### config.mk
export PLATFORM = sky130hd
export DESIGN_NAME = baud_gen_ovs
export DESIGN_NICKNAME = d
export VERILOG_FILES = /design/src/rtl/baud_gen_ovs.sv
export SDC_FILE = /design/constraint.sdc
export NUM_CORES = 1
export LEC_CHECK = 0
export CAP_MARGIN = 0
export CORE_AREA = 3 3 74 145
export DETAILED_ROUTE_END_ITERATION = 10
export DIE_AREA = 0 0 77 148
export PLACE_DENSITY = 0.74
export REMOVE_ABC_BUFFERS = 1
export SLEW_MARGIN = 20
export SYNTH_ARGS = -nofsm -noshare
export SYNTH_HDL_FRONTEND = slang
export SYNTH_SLANG_ARGS = --single-unit
### constraint.sdc
create_clock -name i_clk -period 5.7 [get_ports i_clk]
set_input_delay 1.425 -clock i_clk [delete_from_list [all_inputs] [get_ports i_clk]]
set_output_delay 1.425 -clock i_clk [all_outputs]
set_load 0.01 [all_outputs]
### src/rtl/baud_gen_ovs.sv
// Runtime-programmable UART baud generator: TX bit tick plus RX oversample/mid-bit ticks.
// Latency: all outputs are registered; a divisor load takes effect one edge after both channels are idle.
// Backpressure: none; ticks are free-running while the channel is enabled, and a divisor load is shadowed while busy.
//
// Ports:
//   i_clk            system clock, rising edge
//   i_arst_n         asynchronous reset, active-low (priority over i_rst)
//   i_rst            synchronous clear, active-high
//   i_div_in         new divisor value (oversample period = divisor+1 clk)
//   i_div_load       1-cycle strobe capturing i_div_in
//   o_div_active     divisor currently in use
//   o_div_pending    captured divisor waiting for both channels to go idle
//   i_tx_en          TX channel run enable
//   o_tx_tick        1-cycle pulse once per bit period
//   i_rx_en          RX channel run enable
//   i_rx_restart     1-cycle strobe on start-bit falling edge (realigns RX phase)
//   o_rx_os_tick     1-cycle pulse once per oversample period
//   o_rx_sample_tick 1-cycle pulse at bit centre
module baud_gen_ovs #(
    parameter int                 WIDTH     = 16,
    parameter int                 OVS       = 16,
    parameter logic [WIDTH-1:0]   DIV_RESET = 16'd650
) (
    input  logic             i_clk,
    input  logic             i_arst_n,
    input  logic             i_rst,
    input  logic [WIDTH-1:0] i_div_in,
    input  logic             i_div_load,
    output logic [WIDTH-1:0] o_div_active,
    output logic             o_div_pending,
    input  logic             i_tx_en,
    output logic             o_tx_tick,
    input  logic             i_rx_en,
    input  logic             i_rx_restart,
    output logic             o_rx_os_tick,
    output logic             o_rx_sample_tick
);

    localparam int               OW        = $clog2(OVS);
    localparam logic [OW-1:0]    OCNT_FULL = OW'(OVS - 1);
    // RX starts half a bit in so the first sample lands mid start bit.
    localparam logic [OW-1:0]    OCNT_HALF = OW'(OVS / 2 - 1);
    localparam logic [OW-1:0]    OCNT_ONE  = OW'(1);
    localparam logic [WIDTH-1:0] PCNT_ONE  = WIDTH'(1);

    logic [WIDTH-1:0] r_div_active;
    logic [WIDTH-1:0] r_shadow;
    logic             r_div_pending;
    logic [WIDTH-1:0] r_tx_pcnt;
    logic [OW-1:0]    r_tx_ocnt;
    logic             r_tx_tick;
    logic [WIDTH-1:0] r_rx_pcnt;
    logic [OW-1:0]    r_rx_ocnt;
    logic             r_rx_os_tick;
    logic             r_rx_sample_tick;

    logic             w_idle;
    logic [WIDTH-1:0] w_div_next;
    logic [WIDTH-1:0] w_shadow_next;
    logic             w_pending_next;

    assign w_idle = ~i_tx_en & ~i_rx_en;

    // The divisor may only change when neither channel is mid-frame; a fresh
    // load in the apply cycle beats the older shadowed value.
    always_comb begin
        w_div_next     = r_div_active;
        w_shadow_next  = r_shadow;
        w_pending_next = r_div_pending;
        if (w_idle) begin
            w_pending_next = 1'b0;
            if (i_div_load) begin
                w_div_next = i_div_in;
            end else if (r_div_pending) begin
                w_div_next = r_shadow;
            end
        end else if (i_div_load) begin
            w_shadow_next  = i_div_in;
            w_pending_next = 1'b1;
        end
    end

    always_ff @(posedge i_clk or negedge i_arst_n) begin
        if (!i_arst_n) begin
            r_div_active     <= DIV_RESET;
            r_shadow         <= DIV_RESET;
            r_div_pending    <= 1'b0;
            r_tx_pcnt        <= DIV_RESET;
            r_tx_ocnt        <= OCNT_FULL;
            r_tx_tick        <= 1'b0;
            r_rx_pcnt        <= DIV_RESET;
            r_rx_ocnt        <= OCNT_HALF;
            r_rx_os_tick     <= 1'b0;
            r_rx_sample_tick <= 1'b0;
        end else if (i_rst) begin
            r_div_active     <= DIV_RESET;
            r_shadow         <= DIV_RESET;
            r_div_pending    <= 1'b0;
            r_tx_pcnt        <= DIV_RESET;
            r_tx_ocnt        <= OCNT_FULL;
            r_tx_tick        <= 1'b0;
            r_rx_pcnt        <= DIV_RESET;
            r_rx_ocnt        <= OCNT_HALF;
            r_rx_os_tick     <= 1'b0;
            r_rx_sample_tick <= 1'b0;
        end else begin
            r_div_active  <= w_div_next;
            r_shadow      <= w_shadow_next;
            r_div_pending <= w_pending_next;

            // TX: a disabled channel preloads from the next divisor so a
            // divisor applied this edge is used by the very next period.
            if (!i_tx_en) begin
                r_tx_pcnt <= w_div_next;
                r_tx_ocnt <= OCNT_FULL;
                r_tx_tick <= 1'b0;
            end else if (r_tx_pcnt != '0) begin
                r_tx_pcnt <= r_tx_pcnt - PCNT_ONE;
                r_tx_tick <= 1'b0;
            end else begin
                r_tx_pcnt <= r_div_active;
                if (r_tx_ocnt == '0) begin
                    r_tx_ocnt <= OCNT_FULL;
                    r_tx_tick <= 1'b1;
                end else begin
                    r_tx_ocnt <= r_tx_ocnt - OCNT_ONE;
                    r_tx_tick <= 1'b0;
                end
            end

            // RX: restart realigns the phase and suppresses any tick due now.
            if (!i_rx_en) begin
                r_rx_pcnt        <= w_div_next;
                r_rx_ocnt        <= OCNT_HALF;
                r_rx_os_tick     <= 1'b0;
                r_rx_sample_tick <= 1'b0;
            end else if (i_rx_restart) begin
                r_rx_pcnt        <= r_div_active;
                r_rx_ocnt        <= OCNT_HALF;
                r_rx_os_tick     <= 1'b0;
                r_rx_sample_tick <= 1'b0;
            end else if (r_rx_pcnt != '0) begin
                r_rx_pcnt        <= r_rx_pcnt - PCNT_ONE;
                r_rx_os_tick     <= 1'b0;
                r_rx_sample_tick <= 1'b0;
            end else begin
                r_rx_pcnt    <= r_div_active;
                r_rx_os_tick <= 1'b1;
                if (r_rx_ocnt == '0) begin
                    r_rx_ocnt        <= OCNT_FULL;
                    r_rx_sample_tick <= 1'b1;
                end else begin
                    r_rx_ocnt        <= r_rx_ocnt - OCNT_ONE;
                    r_rx_sample_tick <= 1'b0;
                end
            end
        end
    end

    assign o_div_active     = r_div_active;
    assign o_div_pending    = r_div_pending;
    assign o_tx_tick        = r_tx_tick;
    assign o_rx_os_tick     = r_rx_os_tick;
    assign o_rx_sample_tick = r_rx_sample_tick;

endmodule
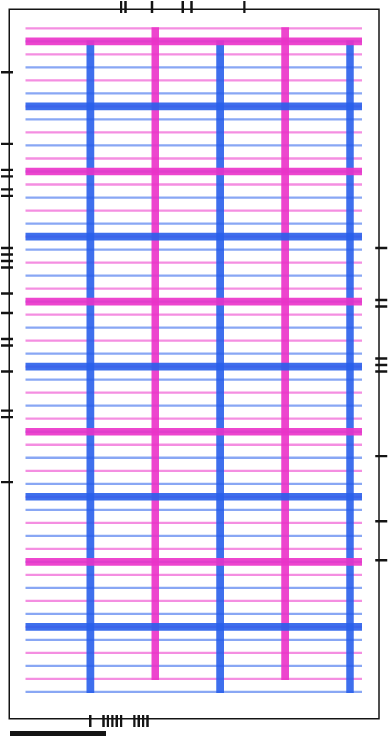
*Power grid*
Bar = 20 µm. Pins as bars on the die edge.
[blue] VSS
[magenta] VDD
rows: 51
met1 rails: 52
signal pins: 43
met4 straps: 5
met5 straps: 10

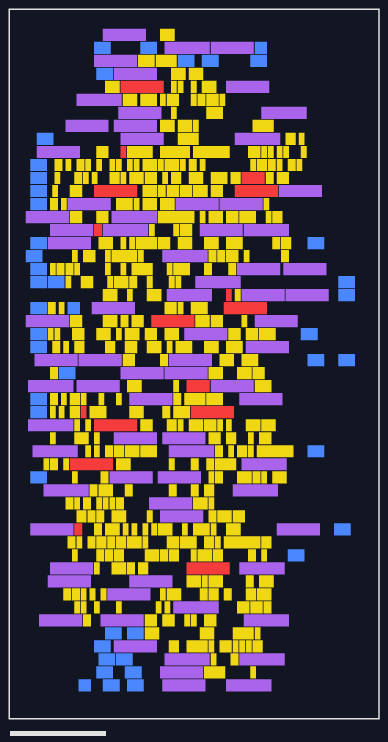
*Cells colored by class*
Bar = 20 µm.
[red] clock drivers and dummy loads | cells: 16 | share of their area: 5.6%
[purple] registers | cells: 76 | share of their area: 39%
[yellow] remaining logic cells | cells: 360 | share of their area: 46%
[blue] remaining buffers and delay cells | cells: 44 | share of their area: 8.8%

==> run summary <==
yosys + openroad results -> combinational power share 0.136, Critical Path End Type flip-flop, clock-cell share of area 0.0539, design area 5080 µm², ANT nets after route 0, Synth flops 76, CTS tree done, PostCTS Resize Cnt 0, ao+oa area frac 0.183, sequential share of cell area 0.380, Clock power frac 0.402, P_leak 2.19 nW, Rows 51, Post-synth EDFFs 0, FILL cells 898, layout cell share with drive strength beyond 1 0.111, die span in y 148 µm, n_diodes 0, Top Family by Delay on Critical Path simple AND/OR/NAND/NOR gates, mux share 0.0346, worst IR drop on VDD 0.000197 V, flop count 76, TNS Setup 0 ns, P_int 0.000965 W, Placed Cells 612, hold slack 0.485 ns, CP startpoint i_tx_en, worst hold endpoint r_shadow[9], RSZ-0062 raised after global routing false, leading area contributor after synthesis dfrtp_1, Longest Clk Path Bufs 2, final wirelength 12,500 µm, Total GRT Usage 0.226, Top-area cell share 0.305, outcome complete, no violations, Avg Inst Size Synth 9.42 µm², Synth-to-Final Area Change 17.0%, CTS root buf clkbuf_16, XOR-XNOR Cells, Area Fraction 0.0464, final slew viol count 0, CTS sink count 76, Comb area 2210 µm², reg-to-reg endpoint r_rx_pcnt[13], critical path startpoint category input pin
## state kept, by name (all words and copies together), names as in the netlist
signal / flops
o_div_active: 16
r_rx_pcnt: 16
r_shadow: 16
r_tx_pcnt: 16
r_rx_ocnt: 4
r_tx_ocnt: 4
o_div_pending: 1
o_rx_os_tick: 1
o_rx_sample_tick: 1
o_tx_tick: 1
## worst reg2reg max path, delay by kind of cell, from the launching register on
kind	cells	cell delay, ns
adder cells (fa/ha/maj)	1	0.19
flip-flops	1	0.57
AND-OR/OR-AND	1	0.29
AND/OR/NAND/NOR	4	1.64
buffers and inverters	1	0.07
## layer usage
metal	track usage	share of wire	up-vias
met2	0.398	0.52	178
met4	0.183	0.084	0
met5	0	0	-
met3	0.0372	0.052	67
met1	0.231	0.35	1849
li1	-	-	1727
No activity file was given, so power comes from the tool's default toggle rates.
